$ cat config.mk
export PLATFORM = sky130hd
export DESIGN_NAME = mdioconf_hst_resp
export DESIGN_NICKNAME = d
export VERILOG_FILES = /design/src/rtl/mdioconf_hst_resp.sv
export SDC_FILE = /design/constraint.sdc
export NUM_CORES = 1
export LEC_CHECK = 0
export ABC_CLOCK_PERIOD_IN_PS = 9650
export CORE_ASPECT_RATIO = 1.25
export CORE_MARGIN = 8
export CORE_UTILIZATION = 54
export DETAILED_ROUTE_END_ITERATION = 10
export PLACE_DENSITY_LB_ADDON = 0.15
export SLEW_MARGIN = 20
export SYNTH_ARGS = -nofsm -noshare
export SYNTH_HDL_FRONTEND = slang
export SYNTH_SLANG_ARGS = --single-unit
$ cat constraint.sdc
create_clock -name host_clk -period 9.65 [get_ports host_clk]
set_clock_uncertainty 0.1 [all_clocks]
set_input_delay 1.93 -clock host_clk [delete_from_list [all_inputs] [get_ports host_clk]]
set_output_delay 1.93 -clock host_clk [all_outputs]
set_load 0.01 [all_outputs]
$ cat src/rtl/mdioconf_hst_resp.sv
// Host configuration responder: MAC configuration word registers plus a
// Clause-45 MDIO master serving MIIM requests from the same host interface.
module mdioconf_hst_resp #(
    parameter int PREAMBLE_BITS   = 32,
    parameter int MIN_HALF_PERIOD = 2
) (
    input  logic        host_clk,
    input  logic        host_reset,
    input  logic [1:0]  host_opcode,
    input  logic [9:0]  host_addr,
    input  logic [31:0] host_wr_data,
    output logic [31:0] host_rd_data,
    input  logic        host_miim_sel,
    input  logic        host_req,
    output logic        host_miim_rdy,
    output logic [31:0] cfg_rx_word1,
    output logic [31:0] cfg_tx_word,
    output logic        mdc,
    output logic        mdio_o,
    output logic        mdio_t,
    input  logic        mdio_i
);
    typedef enum logic [1:0] {IDLE, PRE, XFER, DONE} state_t;

    localparam logic [9:0] ADDR_RX1  = 10'h240;
    localparam logic [9:0] ADDR_TX   = 10'h280;
    localparam logic [9:0] ADDR_MGMT = 10'h340;
    localparam logic [7:0] PRE_LAST  = 8'(PREAMBLE_BITS - 1);
    localparam logic [5:0] MIN_M1    = 6'(MIN_HALF_PERIOD - 1);

    logic [31:0] rx1_reg;
    logic [31:0] tx_reg;
    logic [31:0] mgmt_reg;
    logic [31:0] rd_data_reg;
    logic [31:0] rd_mux;

    state_t      state_reg;
    logic [5:0]  half_m1_reg;
    logic [5:0]  half_cnt_reg;
    logic [7:0]  bit_cnt_reg;
    logic [31:0] tx_sh_reg;
    logic [15:0] rx_sh_reg;
    logic        is_read_reg;
    logic        mdc_reg;
    logic        mdio_o_reg;
    logic        mdio_t_reg;

    logic        cfg_wr;
    logic        cfg_rd;
    logic        start;
    logic [5:0]  div_m1;
    logic [5:0]  half_m1_next;
    logic [1:0]  ta_bits;
    logic [15:0] data_bits;

    assign cfg_wr = !host_miim_sel && !host_opcode[1];
    assign cfg_rd = !host_miim_sel && (host_opcode == 2'b11);

    assign host_miim_rdy = (state_reg == IDLE) && mgmt_reg[5];
    assign start         = host_req && host_miim_sel && host_miim_rdy;

    // Half-period minus one, so the down-counter reloads directly.
    assign div_m1       = {1'b0, mgmt_reg[4:0]};
    assign half_m1_next = (div_m1 >= MIN_M1) ? div_m1 : MIN_M1;

    // Reads release the line for TA/DATA, so the shifted-out bits there are don't-care.
    assign ta_bits   = host_opcode[1] ? 2'b11 : 2'b10;
    assign data_bits = host_opcode[1] ? 16'hFFFF : host_wr_data[15:0];

    always_comb begin
        rd_mux = 32'h0;
        case (host_addr)
            ADDR_RX1:  rd_mux = rx1_reg;
            ADDR_TX:   rd_mux = tx_reg;
            ADDR_MGMT: rd_mux = mgmt_reg;
            default:   rd_mux = 32'h0;
        endcase
    end

    always_ff @(posedge host_clk or posedge host_reset) begin
        if (host_reset) begin
            rx1_reg  <= 32'h0;
            tx_reg   <= 32'h0;
            mgmt_reg <= 32'h0;
        end else if (cfg_wr) begin
            case (host_addr)
                ADDR_RX1:  rx1_reg  <= host_wr_data;
                ADDR_TX:   tx_reg   <= host_wr_data;
                ADDR_MGMT: mgmt_reg <= host_wr_data;
                default:   ;
            endcase
        end
    end

    always_ff @(posedge host_clk or posedge host_reset) begin
        if (host_reset) begin
            state_reg    <= IDLE;
            half_m1_reg  <= 6'h0;
            half_cnt_reg <= 6'h0;
            bit_cnt_reg  <= 8'h0;
            tx_sh_reg    <= 32'h0;
            rx_sh_reg    <= 16'h0;
            is_read_reg  <= 1'b0;
            mdc_reg      <= 1'b0;
            mdio_o_reg   <= 1'b1;
            mdio_t_reg   <= 1'b1;
            rd_data_reg  <= 32'h0;
        end else begin
            case (state_reg)
                IDLE: begin
                    if (start) begin
                        state_reg    <= PRE;
                        is_read_reg  <= host_opcode[1];
                        tx_sh_reg    <= {2'b00, host_opcode, host_addr, ta_bits, data_bits};
                        half_m1_reg  <= half_m1_next;
                        half_cnt_reg <= half_m1_next;
                        bit_cnt_reg  <= PRE_LAST;
                        mdc_reg      <= 1'b0;
                        mdio_o_reg   <= 1'b1;
                        mdio_t_reg   <= 1'b0;
                    end
                end
                default: begin
                    if (half_cnt_reg != 6'h0) begin
                        half_cnt_reg <= half_cnt_reg - 6'd1;
                    end else begin
                        half_cnt_reg <= half_m1_reg;
                        if (!mdc_reg) begin
                            // Rising edge: sample read data; last bit moves on to DONE.
                            mdc_reg <= 1'b1;
                            if (state_reg == XFER) begin
                                if (is_read_reg && (bit_cnt_reg <= 8'd15))
                                    rx_sh_reg <= {rx_sh_reg[14:0], mdio_i};
                                if (bit_cnt_reg == 8'd0)
                                    state_reg <= DONE;
                            end
                        end else begin
                            mdc_reg <= 1'b0;
                            if (state_reg == DONE) begin
                                state_reg  <= IDLE;
                                mdio_o_reg <= 1'b1;
                                mdio_t_reg <= 1'b1;
                                if (is_read_reg)
                                    rd_data_reg <= {16'h0, rx_sh_reg};
                            end else if ((state_reg == PRE) && (bit_cnt_reg == 8'd0)) begin
                                state_reg   <= XFER;
                                bit_cnt_reg <= 8'd31;
                                mdio_o_reg  <= tx_sh_reg[31];
                                tx_sh_reg   <= {tx_sh_reg[30:0], 1'b0};
                            end else begin
                                bit_cnt_reg <= bit_cnt_reg - 8'd1;
                                if (state_reg == XFER) begin
                                    mdio_o_reg <= tx_sh_reg[31];
                                    tx_sh_reg  <= {tx_sh_reg[30:0], 1'b0};
                                    // Next bit index <= 17 is TA or DATA.
                                    mdio_t_reg <= is_read_reg && (bit_cnt_reg <= 8'd18);
                                end
                            end
                        end
                    end
                end
            endcase
            // A config read in the same cycle takes precedence over MIIM read data.
            if (cfg_rd)
                rd_data_reg <= rd_mux;
        end
    end

    assign host_rd_data = rd_data_reg;
    assign cfg_rx_word1 = rx1_reg;
    assign cfg_tx_word  = tx_reg;
    assign mdc          = mdc_reg;
    assign mdio_o       = mdio_o_reg;
    assign mdio_t       = mdio_t_reg;

endmodule

Fig. 1: clock wires, drivers and flops
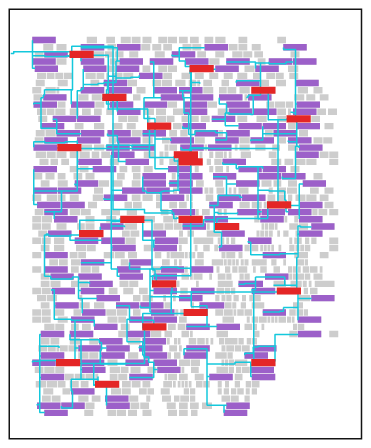
purple -> flip-flops  # count 201
cyan -> clock wires  # length 2430 um
red -> clock drivers  # count 21
flops lie = all over the die
routed clock nets = 22
clock group share of total power: 45.3%
clk ins delay skew pair: 500 ps
clk pwr: 0.758 mW

==> Changelog: implementation <==
## Flow update

- Status: finished, final reports clean
- Placed cell area: between 10000 and 15000 um^2
- Met2 wire len: between 10000 and 15000 um
- Worst-path clk slew: roughly 60 ps
- Worst-path cell chain: clkdlybuf4s50_1 > nor2_1 > nand3_2 > mux2_2
- Vias in the first global route: approximately 7000
- Synth cell count leaders: dfrtp_1 (199), mux2_2 (107), mux2i_1 (53)
- Sequential group power: between 0.8 and 0.9 mW
- Pint: around 1.3 mW
- Synth top cell by count: dfrtp_1
- Top cells by area: dfrtp_1 (54%), mux2_2 (13%), mux2i_1 (5.7%)
- FP Rows: 53
- Top power group: sequential cells
- Gr usage total: approximately 22%
- Syn Area/Cell: 12.6 um^2
- Buf+Inv Stages, Crit Path: 1
- Num CTS Buffers: 21
- Async SR Flop Fraction: 100%
- Tcrit/Tclk final: ~45%
- Switching pwr: approximately 0.36 mW
- Max_slew headroom: between 20% and 30%
- # IOs: ~150
- Worst-Margin Slew: about 1000 ps
- Crit path capture type: register
- Mapped Nets: 791
- Setup Buffers After CTS: 0
- DR iter-0 viols: about 330
- Setup-failing EPs final: 0
- R2r setup slk: between 6000 and 7000 ps
- Drt wl/cell: 21.7 um
- Final hold violations: 0
- Number of flops mapped to enable cells by yosys: 0
- Crit path from: host_opcode[1]
- Dpl ws: 4790 ps
- YS warnings: 0
- DR vias/cell: between 6 and 7
- Total tool warning count: 31
- Synthesized cell area: ~9000 um^2
- Fin Setup TNS: 0 ps
- Synth unique cells: about 62
- Sequential fraction of design power: ~51%
- Synth Instances: between 700 and 800
- Met2 usage: roughly 38%
- Largest area contributor in the netlist: dfrtp_1
- Reg-to-reg critical path endpoint: tx_sh_reg[8]
- Final Util: between 60% and 70%
- GRT busiest layer: met2
- Slowest CP cell: nand3_2
- Die ar.: ~22000 um^2
- CTS H-tree lvls: 1
- Yosys cell count: between 700 and 800
- Initial antenna violation count: 0
- Nets: slightly above 900
- Max-cap violation count: 0
- Hold_buf cts: 0
- PD cells: roughly 150 nW/um^2
- # diodes: 0
- Input/output buffers: 148
- Seq/Total Area, Yosys: 54.4%
- Pwr Total: between 1.5 and 2 mW
- GR Layer Usage met3: around 7%
- CP endpoint: cfg_tx_word[8]
- R2r startpoint: state_reg[1]
- CTS Sinks: between 200 and 250
- Via count: 6636
- P_leak: around 5.5 nW
- Maximum clock insertion buffer count: 3
- Remaining Overflow, GRT: 0
- Sw Share: around 22%
- Min Hold Slack: approximately 380 ps
- CTS tree: done
- Startpoint class of the critical path: primary input
- Share of cells above drive strength 1: around a fifth
- Layout area overhead: 24.2%
- Combinational fraction of design power: roughly 4%
- Dominant combinational family: multiplexers
- GPL Wtd Cong: 0.812
- Critical Path Stages: 4
- Post_cts resized: 0
- Adder share: 0.676%
- Cells on worst reg2reg path: 5
- Largest net degree at the start of global routing: around 120
- Max-slew violations: 0
- Crit path max fanout: 32
- XOR/XNOR Fraction of Synth Area: 0.0947%
- Most common logic cells in the final layout: dfrtp_1 (199), clkdlybuf4s50_1 (147), mux2_2 (107)
- Post-route ant nets: 0
- Worst Hold Class: register to register
- Met3 wire length: 1810 um
- First-pass GRT wire length: between 30000 and 40000 um
- Floorplan core density: about 55%
- RSZ-0062 raised after global routing: no
- DP HPWL: roughly 16000 um
- Max Freq: 231 MHz
- Number of iterations in the first detailed-routing pass: 4
- Core ar.: around 17000 um^2
- Area leader share: between 50 and 60%
- Final wirelength: 24000 um
- Slowest stage delay, CP: roughly 860 ps
- Yosys synthesis chip area: around 9000 um^2
- Area fraction in mux cells: slightly below 20%
- Die width: approximately 130 um
- And+or+nand+nor area frac: under 10%
- Combinational cell power: 0.0674 mW
- Startpoint of the worst hold path: half_m1_reg[1]
- Maximum vdd drop: approximately 0.13 mV
- Slack of the critical path: approximately 5300 ps
- CP Class: primary input to register
- M1 wire length: 9700 um
- Critical Path AT: between 4000 and 5000 ps
- AO/OA Area Share: ~14%
- Clock Tree Root: clkbuf_16
- Die y size: 162 um
- Period minus WS final: about 4300 ps
- Residual DRC: 0
- Crit-path leading delay family: simple AND/OR/NAND/NOR gates
- Main synth FF type: dfrtp_1
Fig. 2: selected gate families
Bar = 50 um.
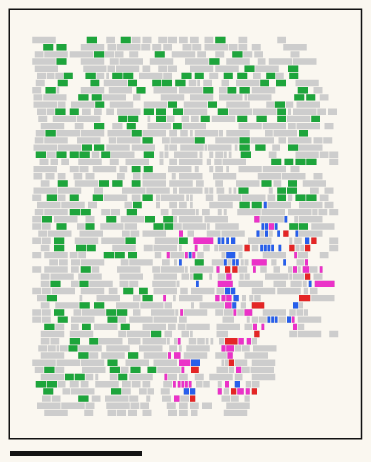
magenta -> nor cells  # cells 53
red -> and/or cells  # cells 17
green -> mux cells  # cells 165, where all over the die
blue -> nand cells  # cells 41
Layout Cells excl Fill: 1105
Comb/total area: 33.4%
most frequent logic cell in the layout: dfrtp_1

[worst min path at each step]
| stage | cells past startpoint | to |
|---|---|---|
| finish | 2 | half_m1_reg[1] |
| global route | 2 | half_m1_reg[2] |
| CTS | 2 | half_m1_reg[2] |
| detailed placement | 2 | half_m1_reg[2] |
| global placement | 2 | half_m1_reg[2] |
| floorplan | 2 | half_m1_reg[4] |
[worst reg2reg max path, stage by stage (launching register included)]
cell	delay [ps]
dfrtp_1	500
nor2_1	150
buf_4	210
nand2_1	550
a2bb2oi_2	770
o221ai_1	260
[layout make-up]
cell class              count  area, um^2
clock inverters             4        23.8
inverters                  39         154
flip-flops and latches    201        5030
multi-input cells         449        3830
repair buffers            158        1560
fillers                  1195        5290
clock buffers              34         614
well taps                 220         275
Power figures rest on the tool's default switching activity, not on a simulated workload.
